<file path="src/rtl/cmp_search_ctrl.sv">
// Binary-search initiator: drives a probe into an external magnitude comparator and
// narrows [lo, hi] from its gt/eq/lt answers until the hidden target is found.
module cmp_search_ctrl #(
    parameter int WIDTH = 4
) (
    input  logic             clk,
    input  logic             rst_n,
    input  logic             start,
    input  logic             cmp_gt,
    input  logic             cmp_eq,
    input  logic             cmp_lt,
    output logic [WIDTH-1:0] probe,
    output logic             busy,
    output logic             done,
    output logic             found,
    output logic [WIDTH-1:0] result,
    output logic             error
);

    localparam int CW = $clog2(WIDTH + 2);
    localparam logic [WIDTH:0]   HI_INIT    = {1'b0, {WIDTH{1'b1}}};
    localparam logic [WIDTH-1:0] PROBE_INIT = {1'b0, {(WIDTH-1){1'b1}}};
    localparam logic [WIDTH-1:0] PROBE_MAX  = {WIDTH{1'b1}};
    localparam logic [CW-1:0]    CMP_LIMIT  = CW'(WIDTH + 1);

    typedef enum logic {
        IDLE   = 1'b0,
        SEARCH = 1'b1
    } state_t;

    state_t           state_q, state_d;
    logic [WIDTH:0]   lo_q, lo_d, hi_q, hi_d;
    logic [CW-1:0]    cnt_q, cnt_d;
    logic [WIDTH-1:0] probe_q, probe_d;
    logic [WIDTH-1:0] result_q, result_d;
    logic             found_q, found_d;
    logic             error_q, error_d;
    logic             done_q, done_d;

    logic             hit, fail;
    logic [WIDTH:0]   lo_upd, hi_upd;

    // NOTE: sequential state uses non-blocking assignments so every register
    // samples the pre-edge values of the others, independent of statement order.
    always_ff @(posedge clk or negedge rst_n) begin
        if (!rst_n) begin
            state_q <= IDLE;
        end else begin
            state_q <= state_d;
        end
    end

    always_ff @(posedge clk or negedge rst_n) begin
        if (!rst_n) begin
            lo_q     <= '0;
            hi_q     <= '0;
            cnt_q    <= '0;
            probe_q  <= '0;
            result_q <= '0;
            found_q  <= 1'b0;
            error_q  <= 1'b0;
            done_q   <= 1'b0;
        end else begin
            lo_q     <= lo_d;
            hi_q     <= hi_d;
            cnt_q    <= cnt_d;
            probe_q  <= probe_d;
            result_q <= result_d;
            found_q  <= found_d;
            error_q  <= error_d;
            done_q   <= done_d;
        end
    end

    // NOTE: every signal written here gets a default first, so no path through
    // the case/if tree leaves one unassigned and no latch is inferred.
    always_comb begin
        state_d  = state_q;
        lo_d     = lo_q;
        hi_d     = hi_q;
        cnt_d    = cnt_q;
        probe_d  = probe_q;
        result_d = result_q;
        found_d  = found_q;
        error_d  = error_q;
        done_d   = 1'b0;
        hit      = 1'b0;
        fail     = 1'b0;
        lo_upd   = lo_q;
        hi_upd   = hi_q;

        unique case (state_q)
            IDLE: begin
                if (start) begin
                    lo_d    = '0;
                    hi_d    = HI_INIT;
                    cnt_d   = '0;
                    probe_d = PROBE_INIT;
                    found_d = 1'b0;
                    error_d = 1'b0;
                    state_d = SEARCH;
                end
            end
            SEARCH: begin
                cnt_d = cnt_q + CW'(1);
                if (!$onehot({cmp_gt, cmp_eq, cmp_lt})) begin
                    fail = 1'b1;
                end else if (cmp_eq) begin
                    hit = 1'b1;
                end else if (cmp_gt) begin
                    if (probe_q == '0) fail = 1'b1;
                    else hi_upd = {1'b0, probe_q} - (WIDTH+1)'(1);
                end else begin
                    if (probe_q == PROBE_MAX) fail = 1'b1;
                    else lo_upd = {1'b0, probe_q} + (WIDTH+1)'(1);
                end

                // Probe is left unchanged when the narrowed window proves inconsistent.
                if (!fail && !hit) begin
                    if (lo_upd > hi_upd || cnt_d == CMP_LIMIT) begin
                        fail = 1'b1;
                    end else begin
                        lo_d    = lo_upd;
                        hi_d    = hi_upd;
                        probe_d = WIDTH'(({1'b0, lo_upd} + {1'b0, hi_upd}) >> 1);
                    end
                end

                if (hit) begin
                    found_d  = 1'b1;
                    result_d = probe_q;
                    error_d  = 1'b0;
                end else if (fail) begin
                    found_d = 1'b0;
                    error_d = 1'b1;
                end
                if (hit || fail) begin
                    done_d  = 1'b1;
                    state_d = IDLE;
                end
            end
            default: state_d = IDLE;
        endcase
    end

    always_comb begin
        busy   = (state_q == SEARCH);
        done   = done_q;
        probe  = probe_q;
        found  = found_q;
        result = result_q;
        error  = error_q;
    end

endmodule

</file>
<file path="config.mk">
export PLATFORM = sky130hd
export DESIGN_NAME = cmp_search_ctrl
export DESIGN_NICKNAME = d
export VERILOG_FILES = /design/src/rtl/cmp_search_ctrl.sv
export SDC_FILE = /design/constraint.sdc
export NUM_CORES = 1
export LEC_CHECK = 0
export ABC_AREA = 1
export CORE_ASPECT_RATIO = 0.75
export CORE_MARGIN = 3
export CORE_UTILIZATION = 50
export DETAILED_ROUTE_END_ITERATION = 10
export GPL_TIMING_DRIVEN = 0
export MAX_ROUTING_LAYER = met4
export PLACE_DENSITY = 0.79
export SLEW_MARGIN = 20
export SYNTH_ARGS = -nofsm -noshare
export SYNTH_HDL_FRONTEND = slang
export SYNTH_SLANG_ARGS = --single-unit
</file>
<file path="constraint.sdc">
create_clock -name clk -period 6.5 [get_ports clk]
set_input_delay 1.625 -clock clk [delete_from_list [all_inputs] [get_ports clk]]
set_output_delay 1.625 -clock clk [all_outputs]
set_load 0.005 [all_outputs]
</file>
### Cell density map, run 1

Bar = 20 µm. 7 x 6 tiles, from black (low) to pale yellow (high), 0 to 100% covered.
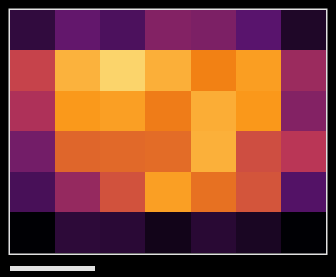
The densest ninth of the die: middle. The fullest tile reaches 91%. The emptiest ninth of the die: bottom left.
starting utilization of the core area: 0.557
core box area: 3130 µm²
core utilization of the finished layout: 0.641

### Congestion heat map, run 1

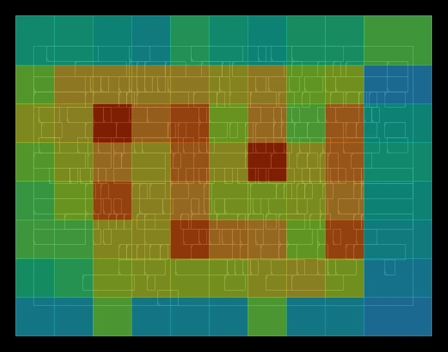
met1 usage: 0.295
most used routing layer: met1
overall fraction of global-route tracks in use: 0.202

### Wires at chosen ports, followed through buffers, run 1

Bar = 20 µm.
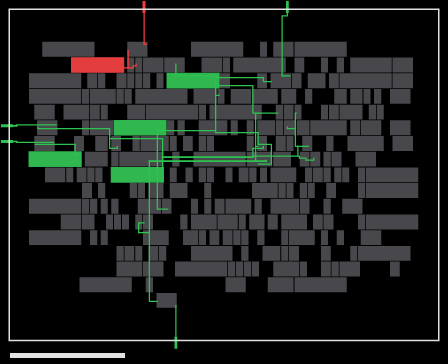
Key: red = `found` [bits 1, direction output, end cells 1, buffers 1, wire 12.1 µm]; green = `probe` [bits 4, direction output, end cells 4, buffers 4, wire 266 µm]
IO Port Bufs: 17
top-level I/O count: 18

### PDN straps and rails, run 1

Bar = 20 µm. Pins as bars on the die edge.
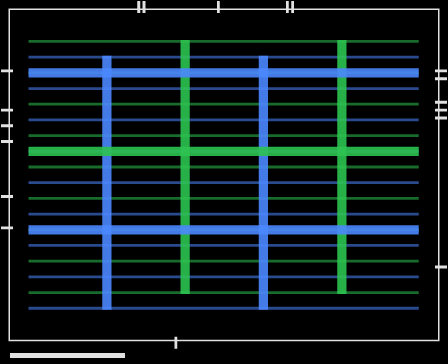
Key: green = VDD; blue = VSS
3 straps on met5. 4 straps on met4.
chip height: 57.1 µm
maximum resistive drop on vdd: 0.170 mV
Die X: 74.2 µm

==> CHANGELOG.md, run 1 <==
## Implementation

* Result of the run: finished, final reports clean
* Number of clock buffers inserted by TritonCTS at 3
* Cell area after synthesis at approximately 1700 µm²
* Post-layout total power at around 0.53 mW
* Path depth of the worst reg2reg path at 13
* Total net switching power at 0.202 mW
* Fillers at roughly 280
* Via count at ~1400
* Max Clk Rate at slightly above 0.2 GHz
* Total length of routed wires at about 3800 µm
* Reg2reg end: probe[3]$_DFFE_PN0P_
* Slowest stage delay, CP at 0.57 ns
* Startpoint of the lowest-slack register-to-register path: probe[0]$_DFFE_PN0P_
* Maximum level of the CTS H-tree at 1
* Top logic cell by instance count in the layout: sky130_fd_sc_hd__nand2_1
* Most popular library cell in the synthesized design by count: sky130_fd_sc_hd__nand2_1
* Share of the final layout cell area in sequential cells at 0.312
* Cell Rows at 17
* Die Footprint at between 4000 and 5000 µm²
* Diodes inserted at 0
* Slowest library cell on the worst path: sky130_fd_sc_hd__clkdlybuf4s50_1
* Number of buffers and inverters on the critical path at 4
* Unrepaired setup endpoints after global routing: false
* Most numerous cell types in the synthesized netlist: sky130_fd_sc_hd__nand2_1, sky130_fd_sc_hd__inv_1, sky130_fd_sc_hd__dfrtp_1
* Final WS setup at around 1.6 ns
* Total length of routed met2 wires at 1550 µm
* Largest net degree at the start of global routing at 26
* Number of signal-net buffers in the layout at 22
* Worst Max-Slew Pin Slew at 0.578 ns
* Detail Route met3 WL at about 300 µm
* Routed len/inst at around 14 µm
* Mean instance size in the synthesized netlist at roughly 8.1 µm²
* Number of cells in Yosys stat at 215
* Sequential logic power at about 0.22 mW
* Non-filler cells in the finished layout at 274
* Final Hold Violating Endpoints at 0
* Via density per instance at 5.21
* Combinational Power Share at 0.398
* Number of design rule violations left after detail routing at 0
* Pint at approximately 0.33 mW
* Fa+ha+maj area frac at 0.123
* Layout cells sized above 1 at 0.127
* Cell group occupying the most layout area: multi-input combinational cells
* Yosys warnings at 0
* Static leakage power at about 1.0 nW
* Multi-input gate area in the final layout at 958 µm²
* Count of nets after finishing at roughly 260
* Number of tap cells added at floorplan at 38
* Switching Fraction at 0.383
* Layout-stage area growth over the synthesis result at 15.1%
* Inverters at 32
* Placement-stage cell area at a little under 2000 µm²
* Fraction of area in multi-input gates at 0.478
* Number of clock buffers in the layout at 3
* Via count of the first global-routing pass at between 1000 and 1500
* Worst-case headroom to the max-slew limit at 0.615
* Largest cells by area after synthesis: sky130_fd_sc_hd__dfrtp_1, sky130_fd_sc_hd__nand2_1, sky130_fd_sc_hd__ha_1, sky130_fd_sc_hd__inv_1, sky130_fd_sc_hd__nand3_2
* Power Clock at between 0.1 and 0.15 mW
* Number of logged tool warnings at 32
* Number of DRC violations after detailed-routing iteration 0 at about 85
* Shortest period the worst path allows at slightly below 5 ns
* Cell Pwr Density at 263 nW/µm²
==> run 1 -> run 2 <==
- clock period: 6.5 -> 5.1 ns (I/O delays scaled with it)
### Cell density map, run 2

Bar = 20 µm. 7 x 6 tiles, from black (low) to pale yellow (high), 0 to 100% covered.
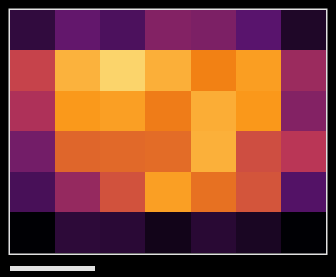
The emptiest ninth of the die: bottom left. The fullest tile reaches 91%. The densest ninth of the die: middle. 24% of the tiles are over 75% full. The mean over all tiles is 46%.

==> CHANGELOG.md, run 2 <==
## Implementation

* Chip height at 57.1 µm (unchanged)
* Mean instance size in the synthesized netlist at 8.11 µm² (unchanged)
* Number of logged tool warnings at 32 (unchanged)
* Switching Fraction at 0.383 (about the same)
* Diodes inserted at 0 (unchanged)
* Post-layout total power at 0.672 mW (+27%)
* Cell Rows at 17 (unchanged)
* Max Clk Rate at ~0.22 GHz
* Via count at 1428 (unchanged)
* Shortest period the worst path allows at about 4.6 ns
* Largest cells by area after synthesis: sky130_fd_sc_hd__dfrtp_1, sky130_fd_sc_hd__nand2_1, sky130_fd_sc_hd__ha_1, sky130_fd_sc_hd__inv_1, sky130_fd_sc_hd__nand3_2
* Number of tap cells added at floorplan at 38 (unchanged)
* Worst Max-Slew Pin Slew at 0.578 ns (unchanged)
* Iteration count of the initial detailed-routing pass at 4
* Placement-stage cell area at 1960 µm² (unchanged)
* Yosys synthesis chip area at between 1500 and 2000 µm²
* Worst slack, placed at 0.232 ns
* Final Hold Violating Endpoints at 0 (unchanged)
* Number of clock buffers in the layout at 3 (unchanged)
* Power Clock at 0.130 mW (+27%)
* Number of signal-net buffers in the layout at 22 (unchanged)
* Startpoint of the lowest-slack register-to-register path: probe[0]$_DFFE_PN0P_
* Number of buffers and inverters on the critical path at 4 (unchanged)
* Unrepaired setup endpoints after global routing: false
* Die Footprint at 4240 µm² (unchanged)
* Fraction of area in multi-input gates at 0.478 (unchanged)
* Layout cells sized above 1 at 0.127 (unchanged)
* Combinational Power Share at 0.398 (about the same)
* Final-report setup violation count at 0
* Biggest regs: hi_q (5), lo_q (5)
* Multi-input gate area in the final layout at 958 µm² (unchanged)
* Core utilization of the finished layout at 0.641 (unchanged)
* Clock input transition at the sequential cells of the worst setup and hold paths at roughly 0.1 ns
* Maximum resistive drop on vdd at 0.216 mV (+27%)
* Starting utilization of the core area at 0.557 (unchanged)
* Yosys warnings at 0 (unchanged)
* Result of the run: finished, final reports clean
* IO Port Bufs at 17 (unchanged)
* Maximum level of the CTS H-tree at 1 (unchanged)
* Sequential logic power at 0.275 mW (+27%)
* Non-filler cells in the finished layout at 274 (unchanged)
* Cell area after synthesis at 1740 µm² (unchanged)
* Number of buffers between clock root and the deepest sink at 2
* Die X at 74.2 µm (unchanged)
* Mi-comb count at between 150 and 200
* Most popular library cell in the synthesized design by count: sky130_fd_sc_hd__nand2_1
* Root Driver: sky130_fd_sc_hd__clkbuf_8
* Total length of routed wires at 3750 µm (unchanged)
* Count of nets after finishing at 259 (unchanged)
* Static leakage power at 1.03 nW (unchanged)
* Fillers at 281 (unchanged)
* Met1 usage at 0.295 (unchanged)
* Capture point of the critical path: probe[3]$_DFFE_PN0P_
* Via count of the first global-routing pass at 1392 (unchanged)
* Number of design rule violations left after detail routing at 0 (unchanged)
* Number of cells in Yosys stat at 215 (unchanged)
* Yosys top cell by area: sky130_fd_sc_hd__dfrtp_1
* Core box area at 3130 µm² (unchanged)
* Detail Route met3 WL at 300 µm (unchanged)
* Overall fraction of global-route tracks in use at 0.202 (unchanged)
* Number of clock buffers inserted by TritonCTS at 3 (unchanged)
* Largest net degree at the start of global routing at 26 (unchanged)
* Slowest stage delay, CP at 0.57 ns (about the same)
* Path depth of the worst reg2reg path at 13 (unchanged)
* Via density per instance at 5.21 (unchanged)
* Routed len/inst at 13.7 µm (unchanged)
* Number of DRC violations after detailed-routing iteration 0 at 85 (unchanged)
* Clock tree from TritonCTS: yes
* Slowest library cell on the worst path: sky130_fd_sc_hd__clkdlybuf4s50_1
* Share of the final layout cell area in sequential cells at 0.312 (unchanged)
* Cell group occupying the most layout area: multi-input combinational cells
* Detailed-route wire length on metal 1 at roughly 1900 µm
* Worst-case headroom to the max-slew limit at 0.615 (unchanged)
* Total net switching power at 0.258 mW (+27%)
* Hold-critical path depth at 2
* Final WS setup at 0.517 ns (-1.05 ns)
* Inverters at 32 (unchanged)
* Layout-stage area growth over the synthesis result at 15.1% (unchanged)
* Total length of routed met2 wires at 1550 µm (unchanged)
* Cell Pwr Density at 335 nW/µm² (+27%)
* Reg2reg end: probe[3]$_DFFE_PN0P_
* Most numerous cell types in the synthesized netlist: sky130_fd_sc_hd__nand2_1, sky130_fd_sc_hd__inv_1, sky130_fd_sc_hd__dfrtp_1
* Most used routing layer: met1
Power and IR drop assume default switching activity.
